File: src/rtl/apu_sfx_pkg.sv
// Shared definitions for the APU sound-effect scheduler: effect ids,
// per-effect lengths in frames and the scheduler FSM encoding.
package apu_sfx_pkg;

    localparam logic [2:0] SFX_SWORD_HIT   = 3'd0;
    localparam logic [2:0] SFX_PLAYER_HIT  = 3'd1;
    localparam logic [2:0] SFX_SHEEP_EATEN = 3'd2;
    localparam logic [2:0] SFX_DRAGON_GROW = 3'd3;

    typedef enum logic [1:0] {
        ST_IDLE = 2'd0,
        ST_PLAY = 2'd1,
        ST_GAP  = 2'd2
    } sfx_state_t;

    // Effect length in frames (1..32); ids beyond the named effects default to 8.
    function automatic logic [5:0] sfx_len(input logic [2:0] id);
        case (id)
            SFX_SWORD_HIT:   return 6'd16;
            SFX_PLAYER_HIT:  return 6'd32;
            SFX_SHEEP_EATEN: return 6'd24;
            SFX_DRAGON_GROW: return 6'd8;
            default:         return 6'd8;
        endcase
    endfunction

    function automatic logic [4:0] sfx_last(input logic [2:0] id);
        return 5'(sfx_len(id) - 6'd1);
    endfunction

endpackage

File: src/rtl/sfx_priority_encoder.sv
// Lowest-set-index encoder over the pending triggers; bit 0 is highest priority.
module sfx_priority_encoder #(
    parameter int N = 4
) (
    input  logic [N-1:0] req,
    output logic [2:0]   idx,
    output logic         valid
);

    always_comb begin
        idx   = 3'd0;
        valid = |req;
        for (int i = N - 1; i >= 0; i--) begin
            if (req[i]) idx = 3'(i);
        end
    end

endmodule

File: src/rtl/sfx_scheduler.sv
// Sound-effect sequencer: latches event edges, plays one effect at a time with
// fixed-priority preemption, and inserts silent gap frames between effects.
module sfx_scheduler
    import apu_sfx_pkg::*;
#(
    parameter int NUM_SFX     = 4,
    parameter int GAP_FRAMES  = 2,
    parameter int DUCK_ENABLE = 1
) (
    input  logic               clk,
    input  logic               reset,
    input  logic               frame_tick,
    input  logic [NUM_SFX-1:0] event_req,
    output logic               effect_active,
    output logic [2:0]         effect_id,
    output logic [4:0]         effect_frame,
    output logic               effect_start,
    output logic               bgm_mute,
    output logic [NUM_SFX-1:0] pending
);

    localparam logic [NUM_SFX-1:0] ONE = NUM_SFX'(1);

    sfx_state_t         state, state_n;
    logic [NUM_SFX-1:0] req_q, rise, clear;
    logic [2:0]         sel_idx, id_n;
    logic               sel_valid, active_n, start_n;
    logic [4:0]         frame_n;
    logic [7:0]         gap_cnt, gap_n;

    sfx_priority_encoder #(.N(NUM_SFX)) u_prio (
        .req   (pending),
        .idx   (sel_idx),
        .valid (sel_valid)
    );

    assign rise = event_req & ~req_q;

    // NOTE: every output of this block gets a default first, so no path can infer a latch.
    always_comb begin
        state_n  = state;
        id_n     = effect_id;
        frame_n  = effect_frame;
        active_n = effect_active;
        start_n  = 1'b0;
        gap_n    = gap_cnt;
        clear    = '0;
        case (state)
            ST_IDLE: begin
                if (sel_valid) begin
                    state_n  = ST_PLAY;
                    id_n     = sel_idx;
                    frame_n  = 5'd0;
                    active_n = 1'b1;
                    start_n  = 1'b1;
                    clear    = ONE << sel_idx;
                end
            end
            ST_PLAY: begin
                // A higher-priority trigger restarts playback and wins over end-of-effect.
                if (sel_valid && (sel_idx < effect_id)) begin
                    id_n     = sel_idx;
                    frame_n  = 5'd0;
                    start_n  = 1'b1;
                    clear    = ONE << sel_idx;
                end else if (frame_tick) begin
                    if (effect_frame == sfx_last(effect_id)) begin
                        state_n  = (GAP_FRAMES == 0) ? ST_IDLE : ST_GAP;
                        id_n     = 3'd0;
                        frame_n  = 5'd0;
                        active_n = 1'b0;
                        gap_n    = 8'd0;
                    end else begin
                        frame_n = effect_frame + 5'd1;
                    end
                end
            end
            ST_GAP: begin
                if (frame_tick) begin
                    if (gap_cnt == 8'(GAP_FRAMES - 1)) begin
                        state_n = ST_IDLE;
                        gap_n   = 8'd0;
                    end else begin
                        gap_n = gap_cnt + 8'd1;
                    end
                end
            end
            default: state_n = ST_IDLE;
        endcase
    end

    // NOTE: sequential state uses non-blocking assignments so all registers update together.
    always_ff @(posedge clk) begin
        if (reset) begin
            state         <= ST_IDLE;
            req_q         <= '0;
            pending       <= '0;
            effect_active <= 1'b0;
            effect_id     <= 3'd0;
            effect_frame  <= 5'd0;
            effect_start  <= 1'b0;
            bgm_mute      <= 1'b0;
            gap_cnt       <= 8'd0;
        end else begin
            state         <= state_n;
            req_q         <= event_req;
            pending       <= (pending & ~clear) | rise;
            effect_active <= active_n;
            effect_id     <= id_n;
            effect_frame  <= frame_n;
            effect_start  <= start_n;
            bgm_mute      <= (DUCK_ENABLE != 0) ? active_n : 1'b0;
            gap_cnt       <= gap_n;
        end
    end

endmodule
File: config.mk
export PLATFORM = sky130hd
export DESIGN_NAME = sfx_scheduler
export DESIGN_NICKNAME = d
export VERILOG_FILES = /design/src/rtl/apu_sfx_pkg.sv /design/src/rtl/sfx_priority_encoder.sv /design/src/rtl/sfx_scheduler.sv
export SDC_FILE = /design/constraint.sdc
export NUM_CORES = 1
export LEC_CHECK = 0
export CORE_UTILIZATION = 45
export DETAILED_ROUTE_END_ITERATION = 7
export PLACE_DENSITY_LB_ADDON = 0.25
export SLEW_MARGIN = 20
export SYNTH_ARGS = -nofsm -noshare
export SYNTH_HDL_FRONTEND = slang
export SYNTH_SLANG_ARGS = --single-unit
export TNS_END_PERCENT = 50
File: constraint.sdc
create_clock -name clk -period 3.3 [get_ports clk]
set_clock_uncertainty 0.1 [all_clocks]
set_input_delay 0.33 -clock clk [delete_from_list [all_inputs] [get_ports clk]]
set_output_delay 0.33 -clock clk [all_outputs]
set_load 0.05 [all_outputs]
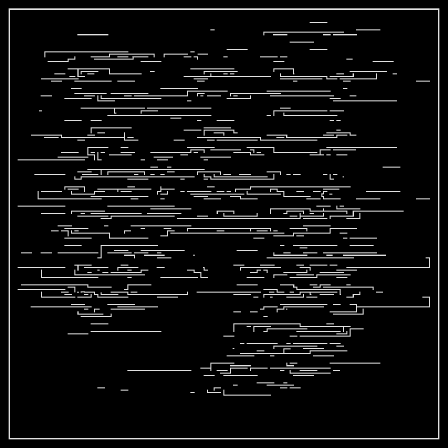
Figure 1: run 1, signal wires on met1.
nets with wire on the layer: 181
main direction: horizontal
wire length on this layer: 1530 µm
longest straight run: 17.0 µm

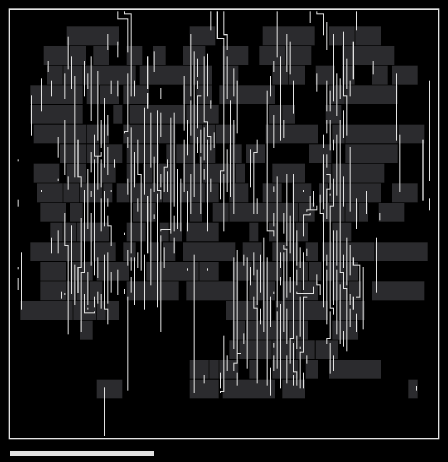
Figure 2: run 1, metal 2.
The bar under the picture is 20 µm long. Cells faint in the background.
wire length on this layer: 1540 µm
main direction: vertical
share of all routed wire: 48%
nets with wire on the layer: 169

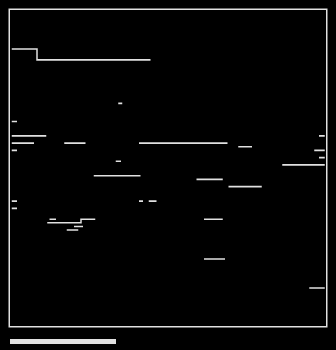
Figure 3: run 1, met3 routing.
The bar under the picture is 20 µm long.
share of all routed wire: 3.7%
main direction: horizontal
wire length on this layer: 118 µm
longest straight run: 21.2 µm
nets with wire on the layer: 24

## run 1: worst max-delay path, cell delays in order, from the launching register on
cell and delay, ps:
sky130_fd_sc_hd__dfxtp_1 410, sky130_fd_sc_hd__inv_1 80, sky130_fd_sc_hd__ha_1 300, sky130_fd_sc_hd__xnor2_1 170, sky130_fd_sc_hd__nor4_4 470, sky130_fd_sc_hd__o311ai_4 220, sky130_fd_sc_hd__a21oi_4 250, sky130_fd_sc_hd__mux2_1 350
## run 1: sequential cells by signal (all words and copies together), names as in the netlist
signal        count
bgm_mute          1
effect_frame      5
effect_id         2
effect_start      1
gap_cnt           8
pending           4
req_q             4
state             2
## run 1: area by class of cell
class	instances	area share, %
inverter	7	1.517
timing repair buffer	21	11.99
multi-input combinational	124	50.58
clock buffer	4	1.517
tap	44	3.179
sequential	27	31.21
## run 1: power by group through the flow
stage / clock network, W / logic (W) / registers, W
2_1_floorplan: 0 / 0.000124 / 0.000411
3_3_place_gp: 0 / 0.000222 / 0.000369
3_5_place_dp: 0 / 0.000226 / 0.000371
4_1_cts: 0.000148 / 0.000227 / 0.000364
5_1_grt: 0.000158 / 0.000246 / 0.000367
6_report: 0.000146 / 0.000227 / 0.000364
## run 1: final timing paths
kind | from | end | slack, ps | cells past startpoint
setup / recovery | effect_id[0]$_SDFFE_PP0P_ | gap_cnt[1]$_SDFFE_PP0P_ | 860 | 7
hold / removal | req_q[2]$_SDFF_PP0_ | pending[2]$_SDFF_PP0_ | 400 | 2
setup reg to reg | effect_id[0]$_SDFFE_PP0P_ | gap_cnt[1]$_SDFFE_PP0P_ | 860 | 7
hold reg to reg | req_q[2]$_SDFF_PP0_ | pending[2]$_SDFF_PP0_ | 400 | 2
==> impl_metrics.env, run 1 <==
# source this file to load flow results
export IMPL_status="finished clean"
export IMPL_wp_data_arrival_ps=2570
export IMPL_final_design_area_no_fill_um2=1732
export IMPL_syn_mean_instance_area_um2=8.917
export IMPL_p_sw_share_pct=36.64
export IMPL_layout_area_seq_um2=540.5
export IMPL_period_minus_slack_ps=2438
export IMPL_wl_met2_um=1538
export IMPL_crit_path_max_fanout=6
export IMPL_crit_path_start_kind="flop"
export IMPL_worst_setup_hold_path_clk_slew_ps=140
export IMPL_busiest_layer="met2"
export IMPL_seqPwrFrac_pct=49.4
export IMPL_post_dp_cell_area_um2=1705
export IMPL_die_area_um2=3522
export IMPL_synth_yosys_seq_area_share_pct=36.52
export IMPL_cts_buffers=3
export IMPL_die_h_um=59.35
export IMPL_final_core_utilization_pct=56.26
export IMPL_num_antenna_cells=0
export IMPL_yosys_area_share_aoi_pct=28.83
export IMPL_final_instance_count_excl_fill=227
export IMPL_power_combinational_fraction_pct=30.8
export IMPL_yosys_area_share_simple_pct=23.67
export IMPL_slew_margin_rel_pct=60.63
export IMPL_worstSetupPathType="reg2reg"
export IMPL_synth_logic_top_family="AND-OR/OR-AND gates"
export IMPL_cts_max_level=1
export IMPL_layout_cells_most_common="sky130_fd_sc_hd__dfxtp_1"
export IMPL_place_detailed_hpwl_um=2368
export IMPL_most_frequently_used_cell_type_in_the_post_synthesis_netlist="sky130_fd_sc_hd__dfxtp_1"
export IMPL_initial_utilization_pct=48.09
export IMPL_top_level_ports=22
export IMPL_final_hold_viol_count=0
export IMPL_edf_count=0
export IMPL_synth_adder_area_share_pct=5.072
export IMPL_cts_setup_buffers=0
export IMPL_routed_wl_met3_um=118
export IMPL_total_power_w=0.0007367
export IMPL_timing_critical_path_to_type="flop"
export IMPL_detailedPlace_worstSlack_ps=867.9
export IMPL_gr_usage_met3_pct=4.367
export IMPL_asyncSetResetFlopFracSynth_pct=0
export IMPL_area_of_the_mapped_netlist_um2=1480
==> run 1 -> run 2 <==
==> constraint.sdc (replaced) <==
create_clock -name clk -period 2.3 [get_ports clk]
set_clock_uncertainty 0.1 [all_clocks]
set_input_delay 0.23 -clock clk [delete_from_list [all_inputs] [get_ports clk]]
set_output_delay 0.23 -clock clk [all_outputs]
set_load 0.05 [all_outputs]
==> impl_metrics.env, run 2 <==
# source this file to load flow results
export IMPL_detail_route_wl_per_cell_um=13.58
export IMPL_largest_register="gap_cnt"
export IMPL_logic_power_comb_w=0.000349
export IMPL_common_cells="sky130_fd_sc_hd__dfxtp_1 (27), sky130_fd_sc_hd__a21oi_1 (16), sky130_fd_sc_hd__nor2_1 (11)"
export IMPL_clock_sinks=27
export IMPL_grt_start_max_net_pins=17
export IMPL_clock_latency_reported_for_the_late_side_of_the_worst_skew_pair_ps=330
export IMPL_worstSetupPathType="reg2reg"
export IMPL_grt_pass1_wl_um=5382
export IMPL_busiest_layer="met2"
export IMPL_num_antenna_cells=0
export IMPL_crit_path_max_fanout=5
export IMPL_slowest_stage="sky130_fd_sc_hd__dfxtp_2"
export IMPL_fp_row_count=20
export IMPL_cts_max_level=1
export IMPL_cts_setup_buffers=0
export IMPL_report_final_slew_viol_count=0
export IMPL_yosys_most_used_dff="sky130_fd_sc_hd__dfxtp_1"
export IMPL_initial_utilization_pct=48.09
export IMPL_max_cap_violations=0
export IMPL_final_design_area_no_fill_um2=1805
export IMPL_detail_route_antenna_nets=0
export IMPL_final_hold_viol_count=0
export IMPL_p_sw_share_pct=36.97
export IMPL_postSynthRegisterBits=27
export IMPL_power_combinational_fraction_pct=32.2
export IMPL_power_density_nw_per_um2=600.5
export IMPL_clockRootBuffer="sky130_fd_sc_hd__clkbuf_4"
export IMPL_synthesis_yosys_warnings=0
export IMPL_layout_cells_most_common="sky130_fd_sc_hd__clkdlybuf4s50_1"
export IMPL_worstHoldPathType="in2reg"
export IMPL_synth_net_count=179
export IMPL_critical_path_max_stage_delay_ps=420
export IMPL_die_h_um=59.35
export IMPL_synth_yosys_seq_area_share_pct=36.52
export IMPL_most_frequently_used_cell_type_in_the_post_synthesis_netlist="sky130_fd_sc_hd__dfxtp_1"
export IMPL_post_dp_cell_area_um2=1748
export IMPL_net_switching_power_w=0.0004008
export IMPL_die_area_um2=3522
export IMPL_met2_usage_pct=30.66
export IMPL_gr_usage_met3_pct=3.493
export IMPL_top_level_ports=22
export IMPL_synthesized_instance_count=166
export IMPL_yosys_stat_chip_area_um2=1480
export IMPL_clock_net_power_w=0.000212
export IMPL_dpl_cell_count=227
export IMPL_seq_power_w=0.000522
export IMPL_worst_setup_hold_path_clk_slew_ps=160
export IMPL_cts_hold_fix_buffers=0
export IMPL_crit_path_start_kind="flop"
export IMPL_post_route_cells_drive_above_1_share_pct=15.51
export IMPL_period_minus_slack_ps=2191
export IMPL_timing_critical_path_to_type="flop"
export IMPL_core_area_um2=3078
export IMPL_top_cell_area_share_pct=36.52
export IMPL_syn_mean_instance_area_um2=8.917
export IMPL_status="finished clean"
export IMPL_seqPwrFrac_pct=48.2
export IMPL_cpLargestDelayFamily="AND-OR/OR-AND gates"
export IMPL_power_ir_vdd_worst_mv=0.3314
export IMPL_track_usage_pct=19.91
export IMPL_final_core_utilization_pct=58.66
export IMPL_largestRegisters="gap_cnt: 8 flops, effect_frame: 5 flops"
export IMPL_largest_reg_flops=8
export IMPL_final_instance_count_excl_fill=231
export IMPL_cts_buffers=3
export IMPL_asyncSetResetFlopFracSynth_pct=0
export IMPL_place_detailed_hpwl_um=2377
export IMPL_crit_path_cell_trace="nor2_1, nor3_2, ha_1, a21boi_2, o21a_1, o311ai_4, a21oi_4, mux2_1"
export IMPL_edf_count=0
export IMPL_worstPathBufferInverterCount=0
export IMPL_finalWeightedCongestion=0.7933
export IMPL_nFillCells=275
export IMPL_area_of_the_mapped_netlist_um2=1480
export IMPL_cts_path_max_buffers=2
export IMPL_leakage_power_of_the_design_nw=0.6362
export IMPL_top_power_group="registers"
export IMPL_wp_data_arrival_ps=2320
export IMPL_finalNetCount=201
export IMPL_port_buffer_count=20
export IMPL_slew_margin_rel_pct=63.67
export IMPL_setup_violations_final=0
==> run 2: cell counts after synthesis <==
Identical to the previous run, type by type.
==> run 2: layout make-up <==
cell class	instances	area (µm²)	area share, %
clock buffer	3	22.52	1.247
clock inverter	1	7.507	0.4158
inverter	7	26.28	1.455
multi-input combinational	124	903.4	50.03
sequential	27	553.0	30.63
tap	44	55.05	3.049
timing repair buffer	25	237.7	13.17
==> run 2: cells by family (layout without fill, tap and decap cells) <==
kind of cell	after synthesis	count (layout)	share of synthesized area, %
other	1	1	0.2533
adder cells (fa/ha/maj)	6	6	5.072
XOR/XNOR	1	1	0.5918
AND-OR/OR-AND	56	56	28.83
multiplexers	1	1	0.7607
buffers and inverters	15	36	4.311
AND/OR/NAND/NOR	59	59	23.67
flip-flops	27	27	36.52
==> run 2: per-layer routing <==
metal / part of all wire (%) / vias to the layer above
met5: 0 / -
met4: 0.86 / 0
met3: 4.3 / 5
met2: 46 / 30
met1: 48 / 615
li1: - / 661
==> run 2: worst paths after layout <==
check,start,to,slack [ps],cells after the start
max,pending[2]$_SDFF_PP0_,gap_cnt[1]$_SDFFE_PP0P_,110,8
min,event_req[2],pending[2]$_SDFF_PP0_,370,3
max reg2reg,pending[2]$_SDFF_PP0_,gap_cnt[1]$_SDFFE_PP0P_,110,8
min reg2reg,effect_frame[1]$_SDFFE_PP0P_,effect_frame[1]$_SDFFE_PP0P_,380,2
==> run 2: metrics by stage <==
step                      TNS [ps]   power, W  setup slack, ps  hold WS, ps
after floorplan                  0  0.0007713            4.430        258.2
after global placement           0  0.0008548            153.6        362.2
after detailed placement         0  0.0008602            93.90        368.4
after CTS                        0   0.001072            16.78        358.2
after global routing        -4.737   0.001149           -4.737        345.8
final                            0   0.001084            108.5        365.6
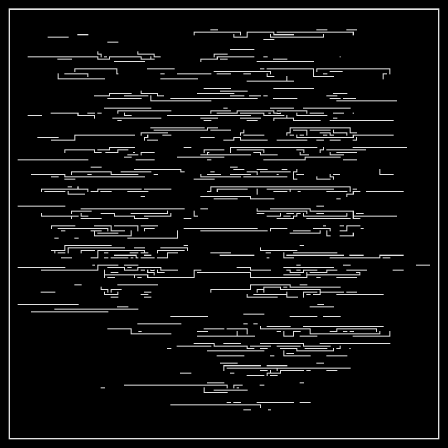
Figure 4: run 2, signal wires on met1.
main direction: horizontal
longest straight run: 19.3 µm
nets with wire on the layer: 184
met1 capacity usage during global routing: 27.00%
total vias in the final route: 1311
final routed wirelength across all metal layers: 3138 µm

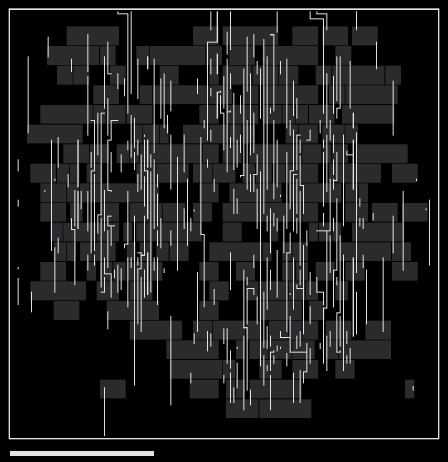
Figure 5: run 2, metal 2.
The bar under the picture is 20 µm long. Cells faint in the background.
longest straight run: 26.9 µm
wire length on this layer: 1460 µm

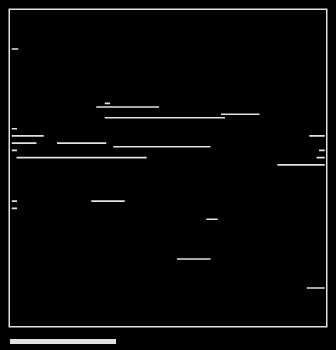
Figure 6: run 2, met3 routing.
The bar under the picture is 20 µm long.
main direction: horizontal
longest straight run: 24.1 µm
nets with wire on the layer: 18
wire length on this layer: 136 µm
share of all routed wire: 4.3%

==> run 2 -> run 3 <==
--- a/config.mk
+++ b/config.mk
@@ -5,9 +5,11 @@
 export SDC_FILE = /design/constraint.sdc
 export NUM_CORES = 1
 export LEC_CHECK = 0
+export CORE_MARGIN = 4
 export CORE_UTILIZATION = 45
 export DETAILED_ROUTE_END_ITERATION = 7
 export PLACE_DENSITY_LB_ADDON = 0.25
+export RECOVER_POWER = 100
 export SLEW_MARGIN = 20
 export SYNTH_ARGS = -nofsm -noshare
 export SYNTH_HDL_FRONTEND = slang
==> impl_metrics.env, run 3 <==
# source this file to load flow results
export IMPL_status="finished clean"
export IMPL_final_hold_viol_count=0
export IMPL_total_power_w=0.001069
export IMPL_cpLargestDelayFamily="AND-OR/OR-AND gates"
export IMPL_worstSetupPathType="reg2reg"
export IMPL_yosys_area_share_aoi_pct=28.83
export IMPL_whs_path_depth=3
export IMPL_tightest_hold_margin_ps=373.6
export IMPL_finalNetCount=201
export IMPL_largest_reg_flops=8
export IMPL_place_detailed_hpwl_um=2303
export IMPL_yosys_area_share_simple_pct=23.67
export IMPL_clock_sinks=27
export IMPL_report_final_slew_viol_count=0
export IMPL_postSynthRegisterBits=27
export IMPL_setup_tns_ps=0
export IMPL_slew_margin_rel_pct=52.88
export IMPL_clock_latency_reported_for_the_late_side_of_the_worst_skew_pair_ps=320
export IMPL_cts_path_max_buffers=2
export IMPL_critical_path_max_stage_delay_ps=400
export IMPL_grt_pass1_wl_um=5361
export IMPL_track_usage_pct=15.75
export IMPL_max_cap_violations=0
export IMPL_post_route_cells_drive_above_1_share_pct=13.90
export IMPL_detail_route_antenna_nets=0
export IMPL_grt_start_max_net_pins=18
export IMPL_common_cells="sky130_fd_sc_hd__dfxtp_1 (27), sky130_fd_sc_hd__a21oi_1 (16), sky130_fd_sc_hd__nor2_1 (11)"
export IMPL_yosys_stat_chip_area_um2=1480
export IMPL_final_instance_count_excl_fill=231
export IMPL_yosys_top_cells_area="sky130_fd_sc_hd__dfxtp_1 (37%), sky130_fd_sc_hd__a21oi_1 (5.4%), sky130_fd_sc_hd__ha_1 (5.1%)"
export IMPL_edf_count=0
export IMPL_yosys_most_used_dff="sky130_fd_sc_hd__dfxtp_1"
export IMPL_synth_logic_top_family="AND-OR/OR-AND gates"
export IMPL_leakage_power_of_the_design_nw=0.6688
export IMPL_period_minus_slack_ps=2199
export IMPL_synth_yosys_seq_area_share_pct=36.52
export IMPL_asyncSetResetFlopFracSynth_pct=0
export IMPL_synthesized_instance_count=166
export IMPL_largestRegisters="gap_cnt: 8 flops, effect_frame: 5 flops"
export IMPL_route_final_wire_length_um=3102
export IMPL_initial_utilization_pct=47.70
export IMPL_layout_cells_most_common="sky130_fd_sc_hd__dfxtp_1"
export IMPL_reg2reg_depth=8
export IMPL_cts_hold_fix_buffers=0
export IMPL_detailedPlace_worstSlack_ps=79.40
export IMPL_slowest_stage="sky130_fd_sc_hd__dfxtp_2"
export IMPL_wp_data_arrival_ps=2330
export IMPL_p_sw_share_pct=36.71
export IMPL_synth_adder_area_share_pct=5.072
export IMPL_final_design_area_no_fill_um2=1792
export IMPL_final_core_utilization_pct=57.74
export IMPL_core_area_um2=3103
export IMPL_synthesis_yosys_warnings=0
export IMPL_top_level_ports=22
export IMPL_top_cell_area_share_pct=36.52
export IMPL_worstHoldPathType="in2reg"
export IMPL_cts_buffers=3
export IMPL_die_h_um=65.35
export IMPL_area_of_the_mapped_netlist_um2=1480
export IMPL_crit_path_start_kind="flop"
export IMPL_mostFrequentLayoutCells="sky130_fd_sc_hd__dfxtp_1 (19), sky130_fd_sc_hd__a21oi_1 (16), sky130_fd_sc_hd__dlygate4sd3_1 (15)"
export IMPL_synth_net_count=179
export IMPL_crit_path_cell_trace="nor2_1, nor3_2, ha_1, a21boi_1, o21a_1, o311ai_4, a21oi_4, mux2_1"
export IMPL_num_antenna_cells=0
export IMPL_most_frequently_used_cell_type_in_the_post_synthesis_netlist="sky130_fd_sc_hd__dfxtp_1"
export IMPL_post_synth_xor_area_fraction_pct=0.5917
export IMPL_mux_area_share_pct=0.7608
export IMPL_syn_mean_instance_area_um2=8.917
export IMPL_finalWorstSetupSlack_ps=100.8
export IMPL_worstPathBufferInverterCount=0
export IMPL_clockRootBuffer="sky130_fd_sc_hd__clkbuf_4"
export IMPL_worst_setup_hold_path_clk_slew_ps=150
export IMPL_setup_violations_final=0
export IMPL_dpl_cell_count=226
export IMPL_power_combinational_fraction_pct=32.2
export IMPL_fp_row_count=20
export IMPL_seqPwrFrac_pct=48.7
export IMPL_finalWeightedCongestion=0.8685
export IMPL_crit_path_max_fanout=5
export IMPL_die_area_um2=4271
export IMPL_cp_num_cells=8
export IMPL_net_switching_power_w=0.0003925
export IMPL_port_buffer_count=20
export IMPL_largest_register="gap_cnt"
export IMPL_power_density_nw_per_um2=596.7
-- run 3: cell counts after synthesis --
No cell type changed its count.
-- run 3: power groups by stage --
stage                     combinational, W  sequential, W  clock [W]
after floorplan                   0.000178       0.000593          0
final                             0.000344       0.000521   0.000204
after CTS                         0.000330       0.000522   0.000214
after global routing              0.000373       0.000526   0.000242
after global placement            0.000324       0.000530          0
after detailed placement          0.000327       0.000532          0
-- run 3: area by class of cell --
| type | count | area [µm²] |
|---|---|---|
| multi-input cells | 124 | 899.6 |
| well taps | 44 | 55.05 |
| repair buffers | 25 | 230.2 |
| clock inverters | 1 | 5.005 |
| inverters | 7 | 26.28 |
| clock buffers | 3 | 22.52 |
| flip-flops and latches | 27 | 553.0 |
| fillers | 301 | 1311 |
-- run 3: worst paths after layout --
check / startpoint / end / slack, ps
setup / recovery: pending[2]$_SDFF_PP0_ / gap_cnt[1]$_SDFFE_PP0P_ / 100
hold / removal: event_req[1] / pending[1]$_SDFF_PP0_ / 370
setup reg to reg: pending[2]$_SDFF_PP0_ / gap_cnt[1]$_SDFFE_PP0P_ / 100
hold reg to reg: req_q[1]$_SDFF_PP0_ / pending[1]$_SDFF_PP0_ / 390
-- run 3: repair_timing --
item | in CTS | in global routing
resized | 0 | 5
buffers inserted | 0 | 1
endpoints found under the setup margin | 0 | 17
-- run 3: metal layers --
layer	vias to the layer above	global-route usage, %	part of all wire, %
met5	-	0	0
met4	0	5.440	0.68
met3	2	3.590	4.0
met2	34	25.41	46
met1	598	20.59	50
li1	659	-	-
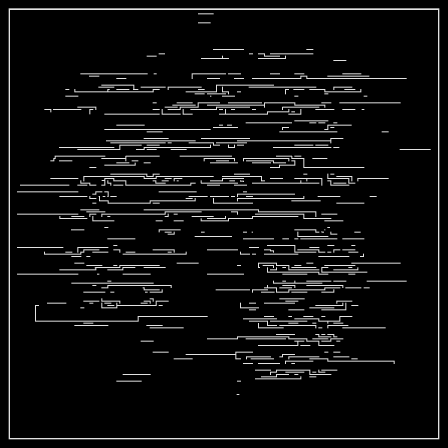
Figure 7: run 3, signal wires on met1.
wire length on this layer: 1540 µm
longest straight run: 17.5 µm
main direction: horizontal
nets with wire on the layer: 184
share of all routed wire: 50%
total vias in the final route: 1293
met1 capacity usage during global routing: 20.59%

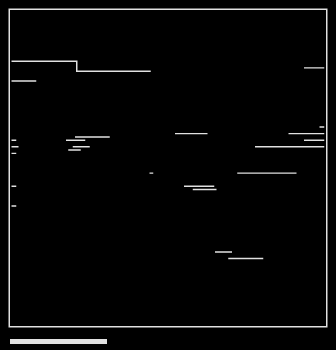
Figure 8: run 3, met3 routing.
The bar under the picture is 20 µm long.
wire length on this layer: 124 µm
share of all routed wire: 4.0%
longest straight run: 15.2 µm
nets with wire on the layer: 22
main direction: horizontal

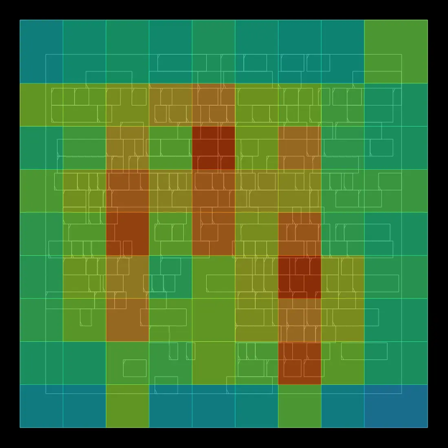
Figure 9: run 3, routing congestion.
global-route track usage on met2: 25.41%
average routed wire per standard cell: 13.43 µm

Power figures rest on the tool's default switching activity, not on a simulated workload.
